Floorplan with the power grid:
Pins as bars on the die edge.
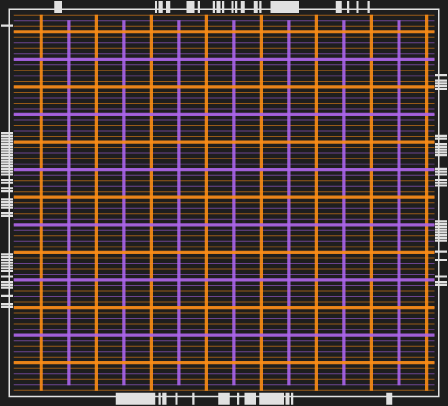
Sequential cells colored by netlist name:
Other sequential cells in the stronger gray, the rest of the logic in the fainter gray.
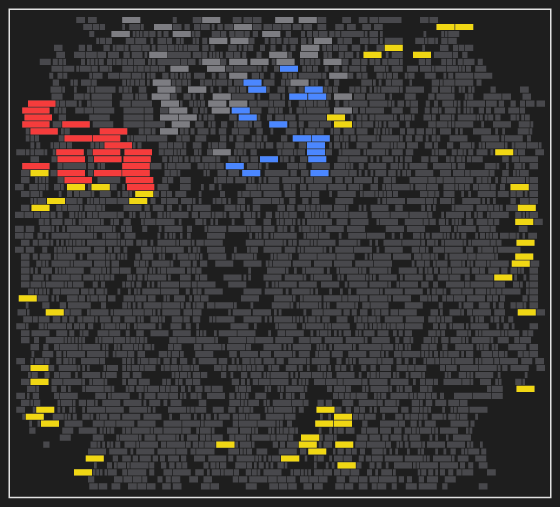
M1 wires:
Supply wires on this layer in gray.
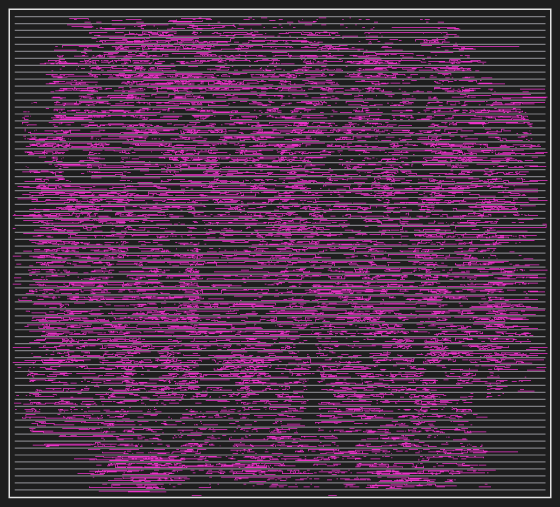
Gate-type map:
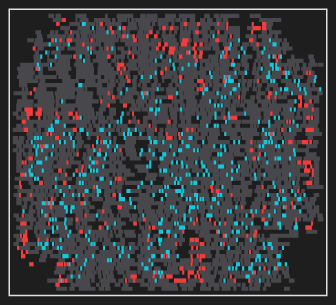
**src/rtl/svm_seq_pkg.sv**
```systemverilog
// Shared types and sizing helpers for the sequential multi-class SVM classifier.
// Mode encoding matches the in_mode pin: 0 = one-vs-one voting, 1 = one-vs-rest argmax.
package svm_seq_pkg;

    typedef enum logic [1:0] {
        IDLE   = 2'd0,
        EVAL   = 2'd1,
        DECIDE = 2'd2,
        DONE   = 2'd3
    } state_t;

    typedef enum logic {
        MODE_OVO = 1'b0,
        MODE_OVR = 1'b1
    } mode_t;

    function automatic int n_ovo(input int n);
        return n * (n - 1) / 2;
    endfunction

    // Index width that never collapses to zero bits.
    function automatic int clog2_min1(input int n);
        return (n > 1) ? $clog2(n) : 1;
    endfunction

endpackage

```
**src/rtl/svm_dot_engine.sv**
```systemverilog
// Combinational signed dot product of unsigned features with signed weights, plus a
// sign-extended bias, evaluated at SCORE_W bits of signed arithmetic.
module svm_dot_engine #(
    parameter int N_FEATURES = 11,
    parameter int INPUT_W    = 4,
    parameter int WEIGHT_W   = 8,
    parameter int BIAS_W     = 12,
    parameter int SCORE_W    = 18
) (
    input  logic [N_FEATURES*INPUT_W-1:0]  features,
    input  logic [N_FEATURES*WEIGHT_W-1:0] weights,
    input  logic [BIAS_W-1:0]              bias,
    output logic signed [SCORE_W-1:0]      score
);

    logic signed [SCORE_W-1:0] acc;
    logic signed [SCORE_W-1:0] x_ext;
    logic signed [SCORE_W-1:0] w_ext;

    // Features are zero-extended, weights and bias sign-extended, before the multiply.
    always_comb begin
        acc   = {{(SCORE_W-BIAS_W){bias[BIAS_W-1]}}, bias};
        x_ext = '0;
        w_ext = '0;
        for (int f = 0; f < N_FEATURES; f++) begin
            x_ext = {{(SCORE_W-INPUT_W){1'b0}}, features[f*INPUT_W +: INPUT_W]};
            w_ext = {{(SCORE_W-WEIGHT_W){weights[f*WEIGHT_W+WEIGHT_W-1]}},
                     weights[f*WEIGHT_W +: WEIGHT_W]};
            acc   = acc + x_ext * w_ext;
        end
        score = acc;
    end

endmodule

```
**src/rtl/svm_multiclass_seq.sv**
```systemverilog
// Sequential multi-class SVM: one shared dot-product engine stepped over every
// sub-classifier, with one-vs-one voting or one-vs-rest argmax chosen per request.
module svm_multiclass_seq
    import svm_seq_pkg::*;
#(
    parameter int  N_CLASSES  = 6,
    parameter int  N_FEATURES = 11,
    parameter int  INPUT_W    = 4,
    parameter int  WEIGHT_W   = 8,
    parameter int  BIAS_W     = 12,
    localparam int N_OVO      = n_ovo(N_CLASSES),
    localparam int IDX_W      = clog2_min1(N_OVO),
    localparam int CLS_W      = clog2_min1(N_CLASSES),
    localparam int SCORE_W    = INPUT_W + WEIGHT_W + $clog2(N_FEATURES) + 2
) (
    input  logic                           clk,
    input  logic                           rst,
    input  logic                           in_valid,
    output logic                           in_ready,
    input  logic                           in_mode,
    input  logic [INPUT_W*N_FEATURES-1:0]  in,
    output logic [IDX_W-1:0]               coef_idx,
    input  logic [WEIGHT_W*N_FEATURES-1:0] coef_w,
    input  logic [BIAS_W-1:0]              coef_b,
    output logic                           out_valid,
    input  logic                           out_ready,
    output logic [CLS_W-1:0]               out_class,
    output logic [SCORE_W-1:0]             out_score
);

    state_t                          state, state_next;
    mode_t                           mode_q;
    logic [INPUT_W*N_FEATURES-1:0]   feat_q;
    logic [IDX_W-1:0]                k, k_last;
    logic [CLS_W-1:0]                pair_i, pair_j;
    logic [CLS_W-1:0]                votes [N_CLASSES];
    logic signed [SCORE_W-1:0]       score, best_score;
    logic [CLS_W-1:0]                best_cls;
    logic [CLS_W-1:0]                ovo_cls, ovo_max;
    logic [CLS_W-1:0]                out_class_q;
    logic [SCORE_W-1:0]              out_score_q;
    logic                            accept, release_res;

    svm_dot_engine #(
        .N_FEATURES (N_FEATURES),
        .INPUT_W    (INPUT_W),
        .WEIGHT_W   (WEIGHT_W),
        .BIAS_W     (BIAS_W),
        .SCORE_W    (SCORE_W)
    ) u_dot (
        .features (feat_q),
        .weights  (coef_w),
        .bias     (coef_b),
        .score    (score)
    );

    // Handshake: a transfer happens on a rising clk edge where valid && ready are both
    // high; in_ready only in IDLE, out_valid only in DONE, both forced low during rst.
    assign in_ready    = (state == IDLE) && !rst;
    assign out_valid   = (state == DONE) && !rst;
    assign accept      = in_valid && in_ready;
    assign release_res = out_valid && out_ready;
    assign coef_idx    = rst ? '0 : k;
    assign out_class   = rst ? '0 : out_class_q;
    assign out_score   = rst ? '0 : out_score_q;

    assign k_last = (mode_q == MODE_OVO) ? IDX_W'(N_OVO - 1) : IDX_W'(N_CLASSES - 1);

    always_ff @(posedge clk) begin
        if (rst) state <= IDLE;
        else     state <= state_next;
    end

    always_comb begin
        state_next = state;
        case (state)
            IDLE:    if (accept)      state_next = EVAL;
            EVAL:    if (k == k_last) state_next = DECIDE;
            DECIDE:                   state_next = DONE;
            DONE:    if (release_res) state_next = IDLE;
            default:                  state_next = IDLE;
        endcase
    end

    // Vote argmax with strict compare so the lowest class index wins ties.
    always_comb begin
        ovo_cls = '0;
        ovo_max = votes[0];
        for (int c = 1; c < N_CLASSES; c++) begin
            if (votes[c] > ovo_max) begin
                ovo_max = votes[c];
                ovo_cls = CLS_W'(c);
            end
        end
    end

    always_ff @(posedge clk) begin
        if (rst) begin
            mode_q      <= MODE_OVO;
            feat_q      <= '0;
            k           <= '0;
            pair_i      <= '0;
            pair_j      <= '0;
            best_score  <= '0;
            best_cls    <= '0;
            out_class_q <= '0;
            out_score_q <= '0;
            for (int c = 0; c < N_CLASSES; c++) votes[c] <= '0;
        end else begin
            case (state)
                IDLE: begin
                    if (accept) begin
                        mode_q     <= mode_t'(in_mode);
                        feat_q     <= in;
                        k          <= '0;
                        pair_i     <= '0;
                        pair_j     <= CLS_W'(1);
                        best_score <= '0;
                        best_cls   <= '0;
                        for (int c = 0; c < N_CLASSES; c++) votes[c] <= '0;
                    end
                end
                EVAL: begin
                    k <= (k == k_last) ? '0 : k + IDX_W'(1);
                    if (mode_q == MODE_OVO) begin
                        if (!score[SCORE_W-1]) votes[pair_i] <= votes[pair_i] + CLS_W'(1);
                        else                   votes[pair_j] <= votes[pair_j] + CLS_W'(1);
                        // Lexicographic pair walk: (0,1),(0,2)..(0,N-1),(1,2)..
                        if (pair_j == CLS_W'(N_CLASSES - 1)) begin
                            pair_i <= pair_i + CLS_W'(1);
                            pair_j <= pair_i + CLS_W'(2);
                        end else begin
                            pair_j <= pair_j + CLS_W'(1);
                        end
                    end else if (k == '0 || score > best_score) begin
                        best_score <= score;
                        best_cls   <= CLS_W'(k);
                    end
                end
                DECIDE: begin
                    if (mode_q == MODE_OVO) begin
                        out_class_q <= ovo_cls;
                        out_score_q <= SCORE_W'(ovo_max);
                    end else begin
                        out_class_q <= best_cls;
                        out_score_q <= best_score;
                    end
                end
                default: ;
            endcase
        end
    end

endmodule

```
**config.mk**
```make
export PLATFORM = sky130hd
export DESIGN_NAME = svm_multiclass_seq
export DESIGN_NICKNAME = d
export VERILOG_FILES = /design/src/rtl/svm_seq_pkg.sv /design/src/rtl/svm_dot_engine.sv /design/src/rtl/svm_multiclass_seq.sv
export SDC_FILE = /design/constraint.sdc
export NUM_CORES = 1
export LEC_CHECK = 0
export CORE_ASPECT_RATIO = 0.9
export CORE_MARGIN = 1.5
export CORE_UTILIZATION = 62
export CTS_CLUSTER_DIAMETER = 40
export DETAILED_ROUTE_END_ITERATION = 16
export PLACE_DENSITY_LB_ADDON = 0.3
export SKIP_CTS_REPAIR_TIMING = 1
export SYNTH_ARGS = -nofsm -noshare
export SYNTH_HDL_FRONTEND = slang
export SYNTH_SLANG_ARGS = --single-unit
```
**constraint.sdc**
```tcl
create_clock -name clk -period 13.13 [get_ports clk]
set_input_delay 2.626 -clock clk [delete_from_list [all_inputs] [get_ports clk]]
set_output_delay 2.626 -clock clk [all_outputs]
set_load 0.05 [all_outputs]
```
==> flow_summary.yaml <==
# yosys + openroad results
setup_path:
  required_ns: 13.47
  path_max_fanout: 13
  crit_arrival_ns: 12.78
  path_class: "primary input to register"
  crit_start: "coef_w[9]"
  cpPeakStageDelay_ns: 0.63
  r2r_end: "best_score[1]$_SDFFE_PP0P_"
  cp-end-kind: "register"
detailed_routing:
  dr_wl_met2_um: 27480
  routed_via_density: 5.467
  drcViolationCount: 0
  dr_wl_met3_um: 2982
  first_pass_iters: 5
  wl_per_cell_um: 16.39
yosys:
  yosys-dominant-comb-family: "adder cells"
  yosys_area_um2: 24150
  yosys.area_share.adder_pct: 44.12
  ys_sh_simple_pct: 18.30
  ys_warn_count: 0
  synthCells: 2747
final_layout:
  areaGrowthSynthToFinish_pct: 11.77
  clock_area_share_pct: 2.067
  largest_class: "logic gates"
  logic_area_um2: 18920
  nFillCells: 2932
  top_register: "feat_q"
  buffers: 184
clocking:
  cts-htree-levels: 4
  numCtsBuffers: 17
  cts_tree: "yes"
grt:
  first_global_vias: 19730
  grtUsageMet2_pct: 51.06
  antenna_found_initial: 0
  grt_pass1_wl_um: 94120
placement:
  post-dp-hpwl_um: 47820
  dp_cells: 3406
worst_hold_path:
  hold_start: "out_score_q[16]$_SDFFE_PP0P_"
  holdPathStages: 2
  hold_path.class: "register to register"
final_timing:
  fin_crit_sh_pct: 94.73
  min_period_ns: 12.44
  fmax_ghz: 0.08040
  finalWorstSetupSlack_ns: 0.6922
die:
  taps: 525
  rows: 68
status:
  status: "completed"
-- 'floorplan with the power grid' (at the start) --
VDD: in purple. VSS: in orange.
15 straps on met4. 13 straps on met5. 176 signal pins sit on the boundary. The core has 68 rows.
core area: 38370 um^2
height of the die: 190.2 um

-- 'sequential cells colored by netlist name' (at the start) --
feat_q: in yellow, placed flops 44, where all over the die. best_score: in blue, placed flops 18, where north. votes: in red, placed flops 24.
Another 43 sequential cells are not colored.
Sequential Area: 2823 um^2
sequential share of cell area: 10.46%
Final Util: 70.35%

-- 'M1 wires' (at the start) --
The longest straight run is 70.8 um. The layer holds 43% of the routed length. The wires run mostly horizontal.
via count: 18800
met1 GRT Util: 37.94%
final wirelength: 56360 um

-- 'gate-type map' (at the start) --
nand cells: in red, cells 350, where all over the die. inv cells: in cyan, cells 592, where all over the die.
most numerous logic cell after layout: inv_1
non-filler instance count after layout: 3438
logic share of the area: 70.08%

-- worst max-delay path: cells and delay by family --
family	cells	cell delay, ns
mux	2	0.31
simple gates	6	1.37
fa+ha+maj	11	4.55
compound gates	11	2.69
buf+inv	8	1.22
-- cell usage after synthesis, types with 31 or more instances --
master,count,area [um^2]
a21oi_1,112,560.5
and2_1,275,1720
clkbuf_1,42,157.7
dfxtp_1,105,2102
fa_1,326,6526
ha_1,330,4129
inv_1,592,2222
nand2_1,228,855.8
nand2b_1,31,193.9
nand3b_1,45,337.8
nor2_1,67,251.5
nor2b_1,52,325.3
nor3_1,40,200.2
o21ai_0,55,275.3
xnor2_1,98,858.3
xor2_1,35,306.5
-- layout by cell type (no fill, tap or decap), types with 7 or more instances in the layout --
| master | count |
|---|---|
| inv_1 | 592 |
| ha_1 | 330 |
| fa_1 | 326 |
| and2_1 | 275 |
| nand2_1 | 228 |
| clkdlybuf4s50_1 | 174 |
| a21oi_1 | 112 |
| dfxtp_1 | 105 |
| xnor2_1 | 98 |
| nor2_1 | 66 |
| o21ai_0 | 55 |
| nor2b_1 | 52 |
| nand3b_1 | 45 |
| nor3_1 | 40 |
| xor2_1 | 35 |
| nand2b_1 | 31 |
| nand3_1 | 29 |
| a21o_1 | 28 |
| edfxtp_1 | 24 |
| a22o_1 | 21 |
| mux2i_1 | 19 |
| clkbuf_16 | 17 |
| nand4_1 | 16 |
| nor4_1 | 15 |
| o21a_1 | 12 |
| mux4_2 | 12 |
| buf_4 | 10 |
| o21bai_1 | 9 |
| a31oi_1 | 9 |
| a211oi_1 | 9 |
| and3_1 | 9 |
| o41ai_1 | 7 |
| a2111oi_0 | 7 |
